===== src/rtl/pixel_pair_unpacker.sv =====
// Pops the bg/fg pixel FIFOs in lockstep and replays each wide entry
// as a stream of aligned (bg,fg) word pairs on a ready/valid port.
module pixel_pair_unpacker #(
    parameter int WORD_W    = 32,
    parameter int WORDS     = 4,
    parameter int LOW_FIRST = 1,
    parameter int CNT_W     = 16
) (
    input  logic                    clockgoing_pin,
    input  logic                    proc_sys_reset_0_Interconnect_aresetn_pin,
    input  logic [WORD_W*WORDS-1:0] bg_dout,
    input  logic                    bg_empty,
    output logic                    bg_rd_en,
    input  logic [WORD_W*WORDS-1:0] fg_dout,
    input  logic                    fg_empty,
    output logic                    fg_rd_en,
    output logic [WORD_W-1:0]       pair_bg,
    output logic [WORD_W-1:0]       pair_fg,
    output logic                    pair_valid,
    input  logic                    pair_ready,
    output logic                    pair_last,
    output logic [CNT_W-1:0]        entry_count
);
    localparam int E  = WORD_W * WORDS;
    localparam int IW = $clog2(WORDS);
    localparam logic [IW-1:0] LAST_IDX = IW'(WORDS - 1);

    typedef enum logic [1:0] {IDLE, CAPT, DRAIN} state_t;

    state_t            state_q, state_d;
    logic [IW-1:0]     idx_q, idx_d, idx_nx;
    logic [E-1:0]      bg_buf_q, bg_buf_d;
    logic [E-1:0]      fg_buf_q, fg_buf_d;
    logic [WORD_W-1:0] pair_bg_q, pair_bg_d;
    logic [WORD_W-1:0] pair_fg_q, pair_fg_d;
    logic              pair_valid_q, pair_valid_d;
    logic              pair_last_q, pair_last_d;
    logic [CNT_W-1:0]  cnt_q, cnt_d;
    logic              hs, at_last, pop;

    // Emission slot i maps to a physical word depending on LOW_FIRST.
    function automatic logic [WORD_W-1:0] word_at(
        input logic [E-1:0]  e,
        input logic [IW-1:0] i
    );
        logic [IW-1:0] w;
        w = (LOW_FIRST != 0) ? i : LAST_IDX - i;
        return e[w*WORD_W +: WORD_W];
    endfunction

    assign hs      = (state_q == DRAIN) & pair_ready;
    assign at_last = (idx_q == LAST_IDX);
    assign idx_nx  = idx_q + 1'b1;
    assign pop     = proc_sys_reset_0_Interconnect_aresetn_pin
                   & ~bg_empty & ~fg_empty
                   & ((state_q == IDLE) | (hs & at_last));

    assign bg_rd_en = pop;
    assign fg_rd_en = pop;

    always_comb begin
        state_d      = state_q;
        idx_d        = idx_q;
        bg_buf_d     = bg_buf_q;
        fg_buf_d     = fg_buf_q;
        pair_bg_d    = pair_bg_q;
        pair_fg_d    = pair_fg_q;
        pair_valid_d = pair_valid_q;
        pair_last_d  = pair_last_q;
        cnt_d        = cnt_q;
        unique case (state_q)
            IDLE: begin
                if (pop) state_d = CAPT;
            end
            CAPT: begin
                bg_buf_d     = bg_dout;
                fg_buf_d     = fg_dout;
                idx_d        = '0;
                state_d      = DRAIN;
                pair_valid_d = 1'b1;
                pair_bg_d    = word_at(bg_dout, '0);
                pair_fg_d    = word_at(fg_dout, '0);
                pair_last_d  = 1'b0;
            end
            DRAIN: begin
                if (hs && !at_last) begin
                    idx_d       = idx_nx;
                    pair_bg_d   = word_at(bg_buf_q, idx_nx);
                    pair_fg_d   = word_at(fg_buf_q, idx_nx);
                    pair_last_d = (idx_nx == LAST_IDX);
                end else if (hs) begin
                    cnt_d        = cnt_q + 1'b1;
                    state_d      = pop ? CAPT : IDLE;
                    pair_valid_d = 1'b0;
                    pair_last_d  = 1'b0;
                end
            end
            default: begin
                state_d      = IDLE;
                pair_valid_d = 1'b0;
                pair_last_d  = 1'b0;
            end
        endcase
    end

    always_ff @(posedge clockgoing_pin
                or negedge proc_sys_reset_0_Interconnect_aresetn_pin) begin
        if (!proc_sys_reset_0_Interconnect_aresetn_pin) begin
            state_q      <= IDLE;
            idx_q        <= '0;
            bg_buf_q     <= '0;
            fg_buf_q     <= '0;
            pair_bg_q    <= '0;
            pair_fg_q    <= '0;
            pair_valid_q <= 1'b0;
            pair_last_q  <= 1'b0;
            cnt_q        <= '0;
        end else begin
            state_q      <= state_d;
            idx_q        <= idx_d;
            bg_buf_q     <= bg_buf_d;
            fg_buf_q     <= fg_buf_d;
            pair_bg_q    <= pair_bg_d;
            pair_fg_q    <= pair_fg_d;
            pair_valid_q <= pair_valid_d;
            pair_last_q  <= pair_last_d;
            cnt_q        <= cnt_d;
        end
    end

    assign pair_bg     = pair_bg_q;
    assign pair_fg     = pair_fg_q;
    assign pair_valid  = pair_valid_q;
    assign pair_last   = pair_last_q;
    assign entry_count = cnt_q;
endmodule

===== config.mk =====
export PLATFORM = sky130hd
export DESIGN_NAME = pixel_pair_unpacker
export DESIGN_NICKNAME = d
export VERILOG_FILES = /design/src/rtl/pixel_pair_unpacker.sv
export SDC_FILE = /design/constraint.sdc
export NUM_CORES = 1
export LEC_CHECK = 0
export ABC_AREA = 1
export CORE_MARGIN = 3
export CORE_UTILIZATION = 51
export CTS_BUF_LIST = sky130_fd_sc_hd__clkbuf_16
export CTS_CLUSTER_DIAMETER = 30
export DETAILED_ROUTE_END_ITERATION = 16
export GPL_TIMING_DRIVEN = 0
export PLACE_DENSITY_LB_ADDON = 0.08
export SLEW_MARGIN = 20
export SYNTH_ARGS = -nofsm -noshare
export SYNTH_HDL_FRONTEND = slang
export SYNTH_SLANG_ARGS = --single-unit

===== constraint.sdc =====
create_clock -name clockgoing_pin -period 2.75 [get_ports clockgoing_pin]
set_input_delay 0.825 -clock clockgoing_pin [delete_from_list [all_inputs] [get_ports clockgoing_pin]]
set_output_delay 0.825 -clock clockgoing_pin [all_outputs]
set_load 0.02 [all_outputs]

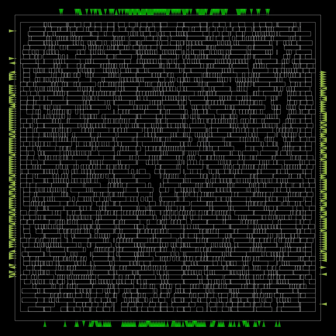
(placed standard cells)
final cell count without fillers: 2908
TAP cells: 390
# rows: 63
fillers: 2220
flip-flops: 342

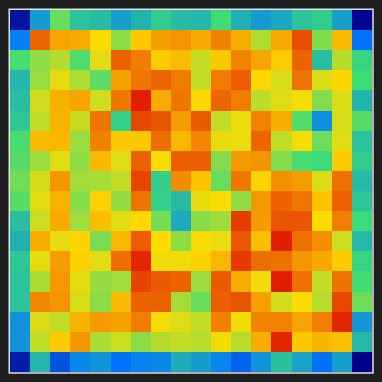
(local utilization)
Drawn at 2 px/um. 18 x 18 tiles, from dark blue (low) to red (high), 0 to 100% covered.
The fullest tile reaches 97%. The mean over all tiles is 68%. 45% of the tiles are over 75% full. 0.60% of the tiles are nearly empty.

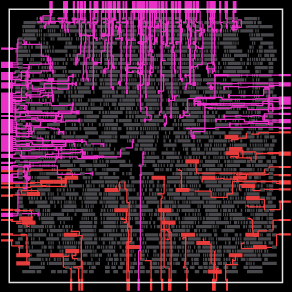
(nets reached from selected ports)
Drawn at 1.5 px/um.
pair_fg: drawn in red, bits 32, direction output, end cells 32, buffers 32, wire 1380 um. bg_dout: drawn in magenta, bits 128, direction input, end cells 160, buffers 128, wire 4780 um.
Ports: 345
I/O Buffers: 344

[final cells by class]
type | instances | share of cell area
flip-flops and latches | 342 | 0.3764
multi-input cells | 1424 | 0.2688
repair buffers | 359 | 0.1651
clock buffers | 77 | 0.08473
clock inverters | 63 | 0.03637
plain buffers | 123 | 0.02624
well taps | 390 | 0.02146
inverters | 120 | 0.01981
diodes | 10 | 0.001100
[metrics by stage]
| stage | cell area (sq um) | utilization |
|---|---|---|
| after global routing | 22740 | 0.7591 |
| after floorplan | 15650 | - |
| after global placement | 19580 | 0.6536 |
| after CTS | 22680 | 0.7571 |
| after detailed placement | 19690 | 0.6574 |
| final | 22740 | 0.7592 |
==> ci_impl_report.md <==
## PnR job results

| Metric | Value |
|---|---|
| Die Width | `181.2 um` |
| Critical Path Fanout Max | `2` |
| Net Sw Frac | `0.3789` |
| Synth Area in XOR/XNOR | `0.003918` |
| Max Clock Skew | `0.04635 ns` |
| Worst-path cell chain | `dlygate4sd2_1 > or3b_4 > a21oi_4 > buf_4 > buf_4` |
| Clk slew on worst S/H paths | `0.05 ns` |
| Wire per inst | `18.67 um` |
| CP startpoint | `fg_empty` |
| Area Overhead vs Synth | `45.34%` |
| Top non-seq family | `simple AND/OR/NAND/NOR gates` |
| Synth Area in Adders | `0.002399` |
| Pwr top | `combinational cells` |
| Tool warnings | `28` |
| Clock group | `9590 uW` |
| Final Hold Vio Count | `0` |
| Multiplexer share | `0` |
| Synth area leader | `dfrtp_1` |
| Registers with the most flip-flops | `bg_buf_q (128), fg_buf_q (128)` |
| Reg2reg path depth | `11` |
| DIE HEIGHT | `181.2 um` |
| Setup TNS | `0 ns` |
| Slowest stage delay, CP | `0.43 ns` |
| Met2 routed WL | `25.20 mm` |
| Top Layer Used | `met5` |
| Drt total wl | `54.29 mm` |
| Logic power comb | `10100 uW` |
| Most frequent cells in the layout | `nand2_1, dfrtp_1, clkdlybuf4s50_1` |
| Routed met3 length | `4.766 mm` |
| Sink Count | `342` |
| Critical path type | `in2out` |
| Gr ovfl total | `0` |
| Antenna-violating nets left | `0` |
| Post-synth area hogs | `dfrtp_1, nand2_1, o21ai_0` |
| Fin crit share | `0.9975` |
| CTS max path bufs | `3` |
| Max-slew headroom at the worst pin | `0.2501` |
| Synthesis area per yosys | `15650 sq um` |
| Vias in the first global route | `16160` |
| Max rail drop VDD | `0.6268 mV` |
| Worst setup path endpoint | `fg_rd_en` |
| Reg2Reg Capture Point | `pair_bg[3]` |
| # Cells Yosys | `2010` |
| Setup bufs post-CTS | `5` |
| Mapped Avg Cell Area | `7.784 sq um` |
| Core footprint | `29950 sq um` |
| Pwr Density | `1245 nW/um^2` |
| TritonCTS clock tree | `done` |
| Most numerous logic cell after layout | `nand2_1` |
| Dpl cells | `2748` |
| CP Depth | `5` |
| # DRC | `0` |
| R2R setup slack | `0.19 ns` |
| Outcome | `finished clean` |
| Placer Congestion | `0.8581` |
| Logic area | `6113 sq um` |
| Clock Latency Late Sink | `0.61 ns` |
| Count of unique library cells instantiated by Yosys | `25` |
| Post-CTS Hold Fix Bufs | `0` |
| Met1 usage | `0.4341` |
| Synth cell count leaders | `nand2_1, dfrtp_1, o21ai_0` |
| Setup WS post-layout | `0.006993 ns` |
| Simple-Gate Area Share | `0.2643` |
| Pleak | `0.01096 uW` |
| Largest net degree at the start of global routing | `89` |
| Hold WC Path Type | `in2async` |
| Overall power | `28300 uW` |
| Async S/R FF share, synth | `1.000` |
| Share of the synthesized area in the top cell type | `0.5470` |
| Hold slack | `0.1598 ns` |
| Number of synthesized flops with an enable pin | `0` |
| Syn nets | `2274` |
| Initial core utilization | `0.5223` |
| Cells after Synth | `2010` |
| Final Critical Period | `2.743 ns` |
| Synth Seq Share | `0.5470` |
| Synthesized area | `15650 sq um` |
| Sequential cell area | `8559 sq um` |
| Routing usage on met3 | `0.08234` |
| GRT Util Overall | `0.3277` |
| Place WS | `-1.257 ns` |
| Clk network pwr share | `0.339` |
| Cell with the most instances after synthesis | `nand2_1` |
| M1 WL | `22.04 mm` |
| Initial drt markers | `1363` |
| Cell repeated most along the worst path | `buf_4` |
| First-pass GRT wire length | `85.79 mm` |
| Number of CTS-inserted buffers | `77` |
| Initial DRT Pass Iterations | `5` |
No activity file was given, so power comes from the tool's default toggle rates.
